## src/rtl/missile_pool_pkg.sv

```systemverilog
// Shared constants, FSM state type and small helpers for the invader missile pool.
package missile_pool_pkg;

  // Playfield geometry shared with the invader grid and the VGA side.
  localparam int GRID_COLS = 11;
  localparam int GRID_ROWS = 5;
  localparam int COL_PITCH = 16;
  localparam int ROW_PITCH = 16;
  localparam int SCREEN_H  = 480;

  // Spawn sequencer states; the encoding is visible on the debug port.
  typedef enum logic [1:0] {
    IDLE   = 2'd0,
    SEARCH = 2'd1,
    SPAWN  = 2'd2
  } fsm_t;

  // Fold a 4-bit random value into a column index with one conditional subtract.
  function automatic int lfsr_col(input logic [3:0] v, input int cols);
    int c;
    c = int'(v);
    if (c >= cols) c = c - cols;
    return c;
  endfunction

endpackage

```

## src/rtl/missile_pool_lfsr8.sv

```systemverilog
// 8-bit Fibonacci LFSR, polynomial x^8+x^6+x^5+x^4+1, stepping every clock.
// load reloads the seed synchronously (used for a game restart).
module lfsr8 (
  input  logic       clk,
  input  logic       rst,
  input  logic       load,
  input  logic [7:0] seed,
  output logic [7:0] out
);

  logic [7:0] q;

  // Shift left, feeding back the XOR of the polynomial taps into bit 0.
  always_ff @(posedge clk or negedge rst) begin
    if (!rst) begin
      q <= seed;
    end else if (load) begin
      q <= seed;
    end else begin
      q <= {q[6:0], q[7] ^ q[5] ^ q[4] ^ q[3]};
    end
  end

  assign out = q;

endmodule

```

## src/rtl/missile_pool.sv

```systemverilog
// Pool of N invader missiles: periodic random-column spawning from the
// bottom-most live invader, per-frame descent, and retirement on player hit
// or screen bottom. Interface timing: frame and player_collision are sampled
// on the rising edge; fire is a single-cycle pulse in the cycle the slot loads.
module missile_pool #(
  parameter int         N_MISSILES   = 3,
  parameter int         SPEED        = 2,
  parameter int         SPAWN_FRAMES = 30,
  parameter int         GRID_COLS    = missile_pool_pkg::GRID_COLS,
  parameter int         GRID_ROWS    = missile_pool_pkg::GRID_ROWS,
  parameter int         COL_PITCH    = missile_pool_pkg::COL_PITCH,
  parameter int         ROW_PITCH    = missile_pool_pkg::ROW_PITCH,
  parameter int         SCREEN_H     = missile_pool_pkg::SCREEN_H,
  parameter logic [7:0] LFSR_SEED    = 8'hA5
) (
  input  logic                           clk,
  input  logic                           rst,
  input  logic                           arst,
  input  logic                           frame,
  input  logic                           enable,
  input  logic [GRID_ROWS*GRID_COLS-1:0] invaders,
  input  logic [9:0]                     invaders_x,
  input  logic [9:0]                     invaders_y,
  input  logic [N_MISSILES-1:0]          player_collision,
  output logic [N_MISSILES-1:0]          m_active,
  output logic [10*N_MISSILES-1:0]       m_x,
  output logic [10*N_MISSILES-1:0]       m_y,
  output logic                           fire,
  output logic [1:0]                     fsm_state
);

  import missile_pool_pkg::*;

  localparam int CW = (GRID_COLS > 1) ? $clog2(GRID_COLS) : 1;
  localparam int RW = (GRID_ROWS > 1) ? $clog2(GRID_ROWS) : 1;
  localparam int TW = (SPAWN_FRAMES > 1) ? $clog2(SPAWN_FRAMES) : 1;

  fsm_t                  state_q, state_d;
  logic [CW-1:0]         col_q, col_d;
  logic [CW-1:0]         miss_q, miss_d;
  logic [RW-1:0]         row_q, row_d;
  logic [TW-1:0]         timer_q;
  logic [7:0]            lfsr_val;
  logic                  spawn_req;
  logic                  col_hit;
  logic [RW-1:0]         hit_row;
  logic                  any_free;
  logic [N_MISSILES-1:0] free_onehot;
  logic [N_MISSILES-1:0] slot_load;
  logic [9:0]            spawn_x;
  logic [9:0]            spawn_y;
  logic                  unused_lfsr_hi;

  lfsr8 u_lfsr (
    .clk  (clk),
    .rst  (rst),
    .load (arst),
    .seed (LFSR_SEED),
    .out  (lfsr_val)
  );

  // Only the low nibble picks a column; the rest of the register is carried along.
  assign unused_lfsr_hi = ^lfsr_val[7:4];

  // Frame counter that requests a spawn once every SPAWN_FRAMES enabled frames.
  always_ff @(posedge clk or negedge rst) begin
    if (!rst) begin
      timer_q <= '0;
    end else if (arst) begin
      timer_q <= '0;
    end else if (frame && enable) begin
      timer_q <= (timer_q == TW'(SPAWN_FRAMES - 1)) ? '0 : timer_q + 1'b1;
    end
  end

  assign spawn_req = frame && enable && (timer_q == TW'(SPAWN_FRAMES - 1));

  // Probe the current column: any live invader, and the lowest (largest row index) one.
  always_comb begin
    col_hit = 1'b0;
    hit_row = '0;
    for (int r = 0; r < GRID_ROWS; r++) begin
      if (invaders[r*GRID_COLS + int'(col_q)]) begin
        col_hit = 1'b1;
        hit_row = RW'(r);
      end
    end
  end

  // Lowest-index inactive slot; a slot being cleared this cycle is still busy.
  always_comb begin
    free_onehot = '0;
    any_free    = 1'b0;
    for (int i = 0; i < N_MISSILES; i++) begin
      if (!m_active[i] && !any_free) begin
        free_onehot[i] = 1'b1;
        any_free       = 1'b1;
      end
    end
  end

  // Muzzle position under the chosen invader, using the grid origin of the spawn cycle.
  assign spawn_x = 10'(int'(invaders_x) + int'(col_q) * COL_PITCH + COL_PITCH / 2);
  assign spawn_y = 10'(int'(invaders_y) + (int'(row_q) + 1) * ROW_PITCH);

  // Spawn sequencer state register.
  always_ff @(posedge clk or negedge rst) begin
    if (!rst) begin
      state_q <= IDLE;
      col_q   <= '0;
      miss_q  <= '0;
      row_q   <= '0;
    end else if (arst) begin
      state_q <= IDLE;
      col_q   <= '0;
      miss_q  <= '0;
      row_q   <= '0;
    end else begin
      state_q <= state_d;
      col_q   <= col_d;
      miss_q  <= miss_d;
      row_q   <= row_d;
    end
  end

  // Spawn sequencer: accept a request, scan columns one per cycle, then load a slot.
  always_comb begin
    state_d   = state_q;
    col_d     = col_q;
    miss_d    = miss_q;
    row_d     = row_q;
    fire      = 1'b0;
    slot_load = '0;
    case (state_q)
      IDLE: begin
        if (spawn_req && any_free && (|invaders)) begin
          state_d = SEARCH;
          col_d   = CW'(lfsr_col(lfsr_val[3:0], GRID_COLS));
          miss_d  = '0;
        end
      end
      SEARCH: begin
        if (col_hit) begin
          state_d = SPAWN;
          row_d   = hit_row;
        end else if (miss_q == CW'(GRID_COLS - 1)) begin
          // Every column came up empty: the mask was cleared during the scan.
          state_d = IDLE;
        end else begin
          miss_d = miss_q + 1'b1;
          col_d  = (col_q == CW'(GRID_COLS - 1)) ? '0 : col_q + 1'b1;
        end
      end
      SPAWN: begin
        state_d = IDLE;
        if (any_free) begin
          fire      = 1'b1;
          slot_load = free_onehot;
        end
      end
      default: state_d = IDLE;
    endcase
  end

  assign fsm_state = state_q;

  for (genvar i = 0; i < N_MISSILES; i++) begin : g_slot
    logic        act_q;
    logic [9:0]  x_q;
    logic [9:0]  y_q;
    logic [10:0] y_next;

    assign y_next = {1'b0, y_q} + 11'(SPEED);

    // Slot life cycle: collision beats movement; a free slot only listens for a load.
    always_ff @(posedge clk or negedge rst) begin
      if (!rst) begin
        act_q <= 1'b0;
        x_q   <= '0;
        y_q   <= '0;
      end else if (arst) begin
        act_q <= 1'b0;
        x_q   <= '0;
        y_q   <= '0;
      end else if (act_q) begin
        if (player_collision[i]) begin
          act_q <= 1'b0;
          x_q   <= '0;
          y_q   <= '0;
        end else if (frame && enable) begin
          if (y_next >= 11'(SCREEN_H)) begin
            act_q <= 1'b0;
            x_q   <= '0;
            y_q   <= '0;
          end else begin
            y_q <= y_next[9:0];
          end
        end
      end else if (slot_load[i]) begin
        act_q <= 1'b1;
        x_q   <= spawn_x;
        y_q   <= spawn_y;
      end
    end

    assign m_active[i]      = act_q;
    assign m_x[10*i +: 10]  = x_q;
    assign m_y[10*i +: 10]  = y_q;
  end

endmodule

```

## config.mk

```make
export PLATFORM = sky130hd
export DESIGN_NAME = missile_pool
export DESIGN_NICKNAME = d
export VERILOG_FILES = /design/src/rtl/missile_pool_pkg.sv /design/src/rtl/missile_pool_lfsr8.sv /design/src/rtl/missile_pool.sv
export SDC_FILE = /design/constraint.sdc
export NUM_CORES = 1
export LEC_CHECK = 0
export CAP_MARGIN = 10
export CORE_MARGIN = 2
export CORE_UTILIZATION = 25
export DETAILED_ROUTE_END_ITERATION = 8
export SLEW_MARGIN = 20
export SYNTH_ARGS = -nofsm -noshare
export SYNTH_HDL_FRONTEND = slang
export SYNTH_SLANG_ARGS = --single-unit
```

## constraint.sdc

```tcl
create_clock -name clk -period 7.1 [get_ports clk]
set_input_delay 2.13 -clock clk [delete_from_list [all_inputs] [get_ports clk]]
set_output_delay 2.13 -clock clk [all_outputs]
set_load 0.02 [all_outputs]
```

==> metrics.sh, run 1 <==
SWITCHING_SHARE=0.323
YS_CELLS=698
P_SEQ_uW=551
POST_ROUTE_CELLS_DRIVE_ABOVE_1_SHARE=0.0844
GRT_ANTENNA_BEFORE_REPAIR=1
YOSYSTOPAREACELLSHARE=0.322
GRT_UTIL_MET2=0.236
SLEW_VIOL_FINAL=0
SYNTH_SEQ_SHARE=0.337
FINALWEIGHTEDCONGESTION=0.879
SYN-NUM-NETS=811
PLACE_WORST_SETUP_SLACK_NS=2.14
POWERCLK_uW=480
FIRST_PASS_ITERS=5
SWITCHINGPOWER_uW=492
CP.ARRIVAL_NS=4.81
LAYOUT.CELLS.MOST_COMMON_LIST='146 x clkdlybuf4s50_1, 85 x dfrtp_1, 60 x nor2_1'
PLACEMENT.CELL_AREA_UM2=8380
CHIPWIDTH_UM=167
DOMINANTREGCELLSYNTH='dfrtp_1'
SYN_INST=698
POWER.TOTAL_mW=1.52
SETUP_VIOLATIONS=0
WORSTHOLDSTART='u_lfsr.out[6]$_DFF_PN0_'
NUMBER_OF_DIODES_ADDED_FOR_ANTENNA_FIXING=0
P_INT_mW=1.03
PLACE_INST=1149
WORST_HOLD_PATH.ENDPOINT='u_lfsr.out[7]$_DFF_PN1_'
START_KIND='input pin'
SYNTH_CELL_TYPES=69
TIMING.HOLD.WORST_PATH_DEPTH=1
NET_COUNT_REPORTED_AT_FINISH=938
CTS.HOLD.BUFFERS_ADDED=0
WORST_SLEW_PIN_SLEW_NS=1.03
BUFFER_PORTS.INSERTED=148
LARGEST_NET_DEGREE_AT_THE_START_OF_GLOBAL_ROUTING=66
CRITICAL_PATH_CLASS='in2reg'
INIT_CORE_UTIL=0.255
LOGIC_AREA_UM2=4110
SYNTHSIMPLEGATEAREAFRAC=0.196
AVGVIACOUNTPERCELL=5.40
NUMBER_OF_POST_CTS_SETUP_REPAIR_BUFFERS=0
AREA_DELTA_SYNTH_FINAL_PCT=31.2
CLOCK_PIN_SLEW_WORST_SETUP_AND_HOLD_PATHS_NS=0.07
NUMCTSBUFFERS=9
NUM-FILL-CELLS=2663
FF2FF_SETUP_SLACK_NS=2.89
DETAILEDROUTE.FIRSTITERATIONVIOLATIONS=502
FINAL-INSTANCE-COUNT-EXCL-FILL=1164
MOST_COMMON_CELL='dfrtp_1'
CELLLEAKAGEPOWER_nW=3.46
TOTALNEGATIVESETUPSLACK_NS=0
FIN_WS_NS=2.50
POST_SYNTH_FA_HA_MAJ_AREA_FRACTION=0.0590
MAX-CAP-VIOLATIONS=0
CHIPAREA_UM2=27800
FRACTION_OF_POWER_CONSUMED_BY_THE_CLOCK_NETWORK=0.315
LARGESTPOWERGROUP='registers'
SYNTH-SEQ-CELLS=89
POWER.DENSITY_CELL_AREA_nW_PER_UM2=176
WORSTSETUPSTARTPOINT='invaders[32]'
FIN_WORST_SKEW_NS=0.00796
SYNTH_TOP_CELL_BY_AREA='dfrtp_1'
ACHIEVABLE_CLOCK_FREQUENCY_MHz=217
YS_CHIP_AREA_UM2=6620
POWER.SEQUENTIAL.FRACTION=0.362
CLOCK_TREE.BUFFER_DEPTH=2
YS_ASYNC_SR_FRACTION=1.00
REMAINING_DRCS=0
SHARE_COMB_OF_TOTAL_POWER=0.323
R2R_START='col_q[2]$_DFFE_PN0P_'
PEAKVDDDROP_mV=0.0853
FIN_WORST_HOLD_SLACK_NS=0.430
PLACEABLECOREAREA_UM2=26000
COMBINATIONALPOWER_uW=492
FIRST_GLOBAL_VIAS=5991
YS_WARN_COUNT=0
TOPCOMBFAMILYBYAREA='AND-OR/OR-AND gates'
GRT_PASS1_WL_UM=33500
DPL.HPWL_UM=15800
SYNTH.TOP_CELLS.BY_COUNT='85 x dfrtp_1, 60 x nor2_1, 46 x nand2_1'
DIE_HEIGHT_UM=167
RUN_STATUS='finished, final reports clean'
CAPTURING_POINT_OF_THE_WORST_REG2REG_PATH='col_q[3]$_DFFE_PN0P_'
PERIOD_MINUS_SLACK_NS=4.60
GRT_BUSIEST_LAYER='met2'
run 1: cell type report:
class | count | share of cell area
multi-input cells | 546 | 0.474
flip-flops and latches | 89 | 0.257
repair buffers | 156 | 0.177
well taps | 335 | 0.0483
clock buffers | 9 | 0.0260
inverters | 23 | 0.00995
clock inverters | 6 | 0.00779
run 1: metal layers:
| metal | up-vias | routed length [µm] |
|---|---|---|
| li1 | 2935 | - |
| met1 | 3073 | 9630 |
| met2 | 246 | 9600 |
| met3 | 25 | 1410 |
| met4 | 2 | 310 |
| met5 | - | 14 |
run 1: critical path, stage by stage:
cell	delay [ns]
clkdlybuf4s50_1	0.49
nor4_1	0.44
nand4_1	0.15
nor4_1	0.48
nor3_1	0.13
nor3b_1	0.64
or2_4	0.27
o31ai_1	0.07
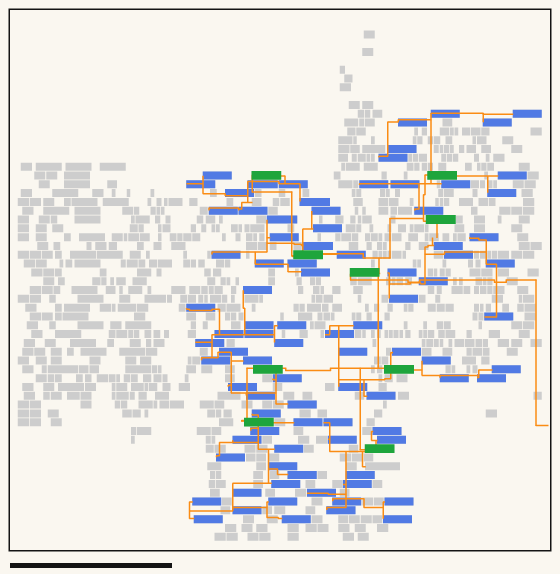
Run 1: clock distribution
Bar = 50 µm.
Key: blue = flip-flops [count 89]; green = clock drivers [count 9]; orange = clock wires [length 1200 µm]
There are 10 routed clock nets.

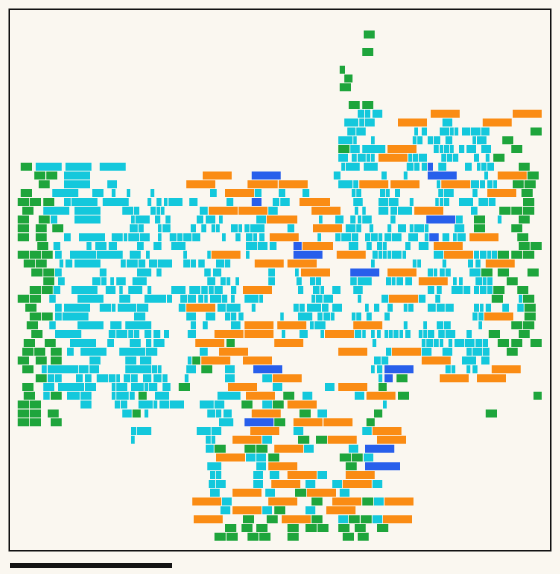
Run 1: placed cells, one color a class
Bar = 50 µm.
Key: orange = sequential cells [cells 89]; blue = clock drivers and dummy loads [cells 15]; cyan = combinational and other logic [cells 569]; green = remaining buffers and delay cells [cells 156]

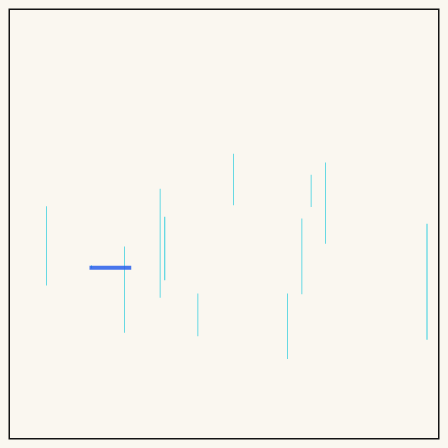
Run 1: signal wires by layer
Two of the layers only.
Key: blue = metal 5 [wire length 14.7 µm]; cyan = metal 4 [wire length 310 µm]
number of vias in the routed layout: 6281
WL final: 21000 µm
routed length per placed instance: 18.0 µm
All-Layer GR Usage: 0.149

Run 1, clock wiring as the flow saved it:
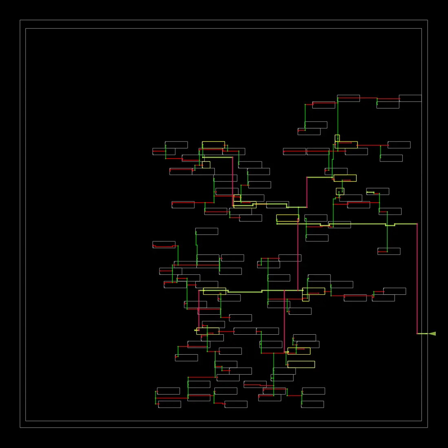

## Run 2: what changed since run 1
- clock period: 7.1 -> 4.8 ns (I/O delays scaled with it)
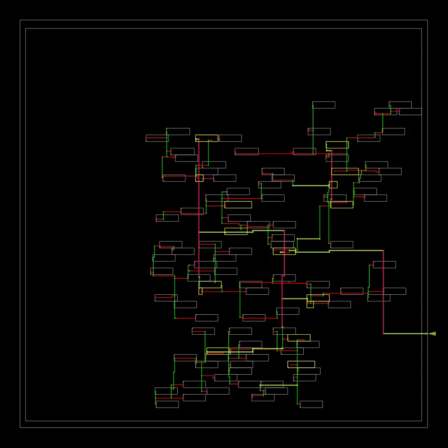
Run 2: clock wiring as the flow saved it
clock buffer instance count of the final layout: 10
TritonCTS buffer count: 9
number of clock sinks seen by CTS: 89
clock network power consumption: 831 µW
layout sequential cell count: 89

==> metrics.sh, run 2 <==
RUN_STATUS='finished, final reports clean'
SYNTHSIMPLEGATEAREAFRAC=0.196  # unchanged
CP.ARRIVAL_NS=4.25  # -0.56 ns
SLEW_VIOL_FINAL=0  # unchanged
TIMING.HOLD.WORST_PATH_DEPTH=1  # unchanged
INIT_CORE_UTIL=0.255  # unchanged
WORSTHOLDSTART='u_lfsr.out[6]$_DFF_PN0_'
YS_ASYNC_SR_FRACTION=1.00  # unchanged
MOST_COMMON_CELL='dfrtp_1'
POWER.TOTAL_mW=2.38  # +56%
FRACTION_OF_POWER_CONSUMED_BY_THE_CLOCK_NETWORK=0.349  # +0.034
REMAINING_DRCS=0  # unchanged
CAPTURING_POINT_OF_THE_WORST_REG2REG_PATH='miss_q[3]$_DFFE_PN0P_'
DPL.HPWL_UM=16000  # +1.0%
FIN_WORST_HOLD_SLACK_NS=0.419  # -0.0115 ns
DOMINANTREGCELLSYNTH='dfrtp_1'
SYNTH_TOP_CELL_BY_AREA='dfrtp_1'
CELLLEAKAGEPOWER_nW=3.52  # +1.8%
LAYOUT.CELLS.MOST_COMMON_LIST='146 x clkdlybuf4s50_1, 85 x dfrtp_1, 60 x nor2_1'
SHARE_COMB_OF_TOTAL_POWER=0.313  # -0.010
GRT_ANTENNA_BEFORE_REPAIR=1  # unchanged
ACHIEVABLE_CLOCK_FREQUENCY_MHz=252
POST_SYNTH_FA_HA_MAJ_AREA_FRACTION=0.0590  # unchanged
CHIPAREA_UM2=27800  # unchanged
DIE_HEIGHT_UM=167  # unchanged
P_SEQ_uW=805  # +46%
COMBINATIONALPOWER_uW=747  # +52%
YS_CELLS=698  # unchanged
PLACEABLECOREAREA_UM2=26000  # unchanged
SWITCHINGPOWER_uW=741  # +51%
FINALWEIGHTEDCONGESTION=0.860  # -2.2%
FIRST_PASS_ITERS=6  # +1
ROUTE.FINAL.WIRE_LENGTH_UM=21100  # +0.48%
CLOCK_TREE.BUFFER_DEPTH=2  # unchanged
YOSYSTOPAREACELLSHARE=0.322  # unchanged
YS_CHIP_AREA_UM2=6620  # unchanged
[run 2: worst max-delay path, stage by stage]
cell and delay (ns):
clkdlybuf4s50_1 0.52, mux4_2 0.50, and3_1 0.19, a31oi_1 0.18, a21oi_1 0.12, o32ai_2 0.45
nand3_2 0.23, or4_1 0.53, nand3_1 0.10
[run 2: final cells by class]
cell class | instances | area [µm²]
clock buffers | 10 | 229
clock inverters | 6 | 115
fillers | 2669 | 17200
inverters | 23 | 86.3
multi-input cells | 546 | 4110
flip-flops and latches | 89 | 2230
well taps | 335 | 419
repair buffers | 164 | 1590
[run 2: layer usage]
layer	global-route usage	routed length, µm	share of wire
met5	0	13	0.00062
met3	0.0280	1390	0.066
met2	0.233	9700	0.46
met1	0.208	9470	0.45
met4	0.0495	500	0.024
Run 2, clock distribution:
Bar = 50 µm.
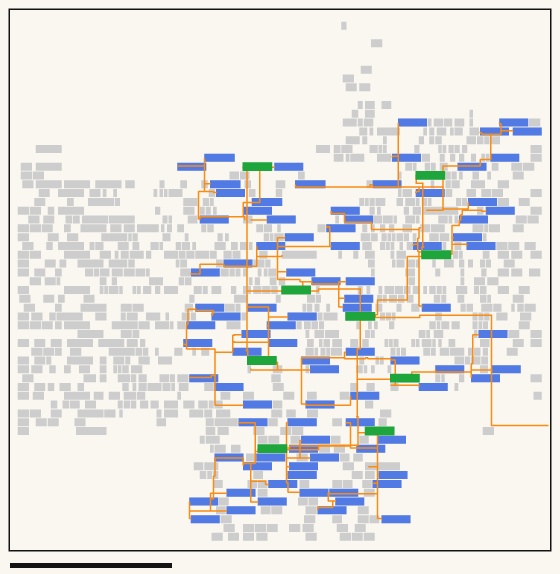

## Run 3: what changed since run 2
- clock period: 4.8 -> 3.8 ns (I/O delays scaled with it)
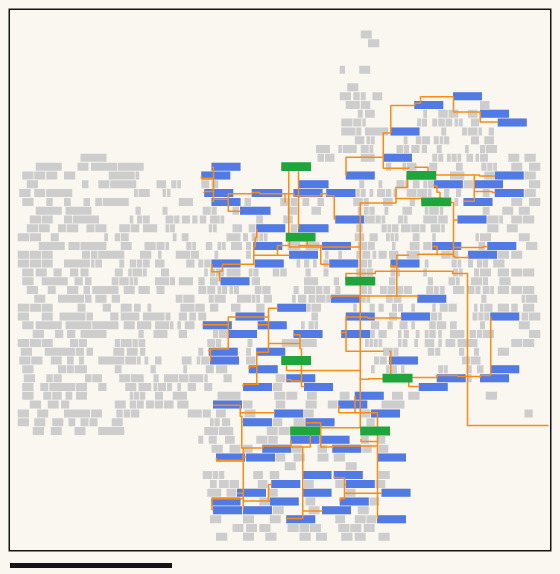
Run 3: clock distribution
Bar = 50 µm.
Key: orange = clock wires [length 1220 µm]; green = clock drivers [count 9]; blue = flip-flops [count 89]
There are 10 routed clock nets.

==> metrics.sh, run 3 <==
BUFFER_AREA_FRAC=0.210  # +0.0282
DPL.HPWL_UM=16600  # +3.9%
DIE_HEIGHT_UM=167  # unchanged
CLOCK_BUFFER_COUNT=9  # -1
NUM-FILL-CELLS=2676  # +0.26%
WORSTHOLDSTART='u_lfsr.out[6]$_DFF_PN0_'
COMBINATIONALPOWER_uW=993  # +33%
POWER.TOTAL_mW=2.95  # +24%
CLOCK_TREE_AREA_FRACTION=0.0344  # -0.00477
CRIT_FAMILY='simple AND/OR/NAND/NOR gates'
TOP_AREA_CELL_CLASS='logic gates'
CAPTURING_POINT_OF_THE_WORST_REG2REG_PATH='col_q[2]$_DFFE_PN0P_'
YS_CELLS=698  # unchanged
CHIPAREA_UM2=27800  # unchanged
LOGIC_AREA_UM2=4110  # unchanged
MULTI_INPUT_COMBINATIONAL_CELL_COUNT=546  # unchanged
FINALWEIGHTEDCONGESTION=0.891  # +3.6%
LAYOUT.CORE_UTILIZATION=0.348
FF_COUNT=89  # unchanged
ROUTE.FINAL.WIRE_LENGTH_UM=21500  # +1.9%
SWITCHINGPOWER_uW=961  # +30%
PLACEABLECOREAREA_UM2=26000  # unchanged
FIN_WORST_HOLD_SLACK_NS=0.441  # +0.0219 ns
REMAINING_DRCS=0  # unchanged
ACHIEVABLE_CLOCK_FREQUENCY_MHz=281
LAYOUT.CELLS.MOST_COMMON_LIST='146 x clkdlybuf4s50_1, 85 x dfrtp_1, 60 x nor2_1'
N_ALL_BUFFERS=203  # +24%
REGAREA_UM2=2230  # unchanged
CRITPATHMAXSTAGEDELAY_NS=0.49  # -0.04 ns
N_ALL_INVERTERS=23  # unchanged
CRIT_PATH_CELL_TRACE='clkdlybuf4s50_1, mux4_2, mux2i_1, nor3b_1, nor4_1, a21boi_4, nand3_2, or4_1, nand3_1'
NUMBER_OF_TAP_CELLS_ADDED_AT_FLOORPLAN=335  # unchanged
TIMING.HOLD.WORST_PATH_DEPTH=1  # unchanged
YS_CHIP_AREA_UM2=6620  # unchanged
YS_ASYNC_SR_FRACTION=1.00  # unchanged
SYNTH_TOP_CELL_BY_AREA='dfrtp_1'
SLEW_VIOL_FINAL=0  # unchanged
CP_NUM_BUF_INV=1  # unchanged
DOMINANTREGCELLSYNTH='dfrtp_1'
GRT_ANTENNA_BEFORE_REPAIR=1  # unchanged
RUN_STATUS='finished, final reports clean'
YOSYSTOPAREACELLSHARE=0.322  # unchanged
CELLLEAKAGEPOWER_nW=3.70  # +5.2%
AREA.SHARE.SEQUENTIAL=0.247  # -0.00766
MOST_COMMON_CELL='dfrtp_1'
TIMING.CRITICAL_PATH.TO='miss_q[3]$_DFFE_PN0P_'
POWERCLK_uW=932  # +12%
CP_NUM_CELLS=9  # unchanged
FIRST_PASS_ITERS=6  # unchanged
CLOCK_TREE.BUFFER_DEPTH=2  # unchanged
LOGIC_SHARE_OF_THE_AREA=0.454  # -0.0141
INIT_CORE_UTIL=0.255  # unchanged
## run 3: cell counts after synthesis
No cell type changed its count.
## run 3: cells by family after synthesis
logic type               share of synthesized area
adder cells (fa/ha/maj)                     0.0590
AND-OR/OR-AND                                0.203
multiplexers                                 0.134
XOR/XNOR                                    0.0291
flip-flops                                   0.337
buffers and inverters                       0.0418
AND/OR/NAND/NOR                              0.196
## run 3: routing by layer
| layer | GRT usage | vias to the layer above | part of all wire |
|---|---|---|---|
| li1 | - | 3023 | - |
| met1 | 0.216 | 3148 | 0.45 |
| met2 | 0.242 | 247 | 0.47 |
| met3 | 0.0259 | 33 | 0.061 |
| met4 | 0.0405 | 2 | 0.019 |
| met5 | 0 | - | 0.00061 |
Power is estimated from default activity; no workload was simulated.
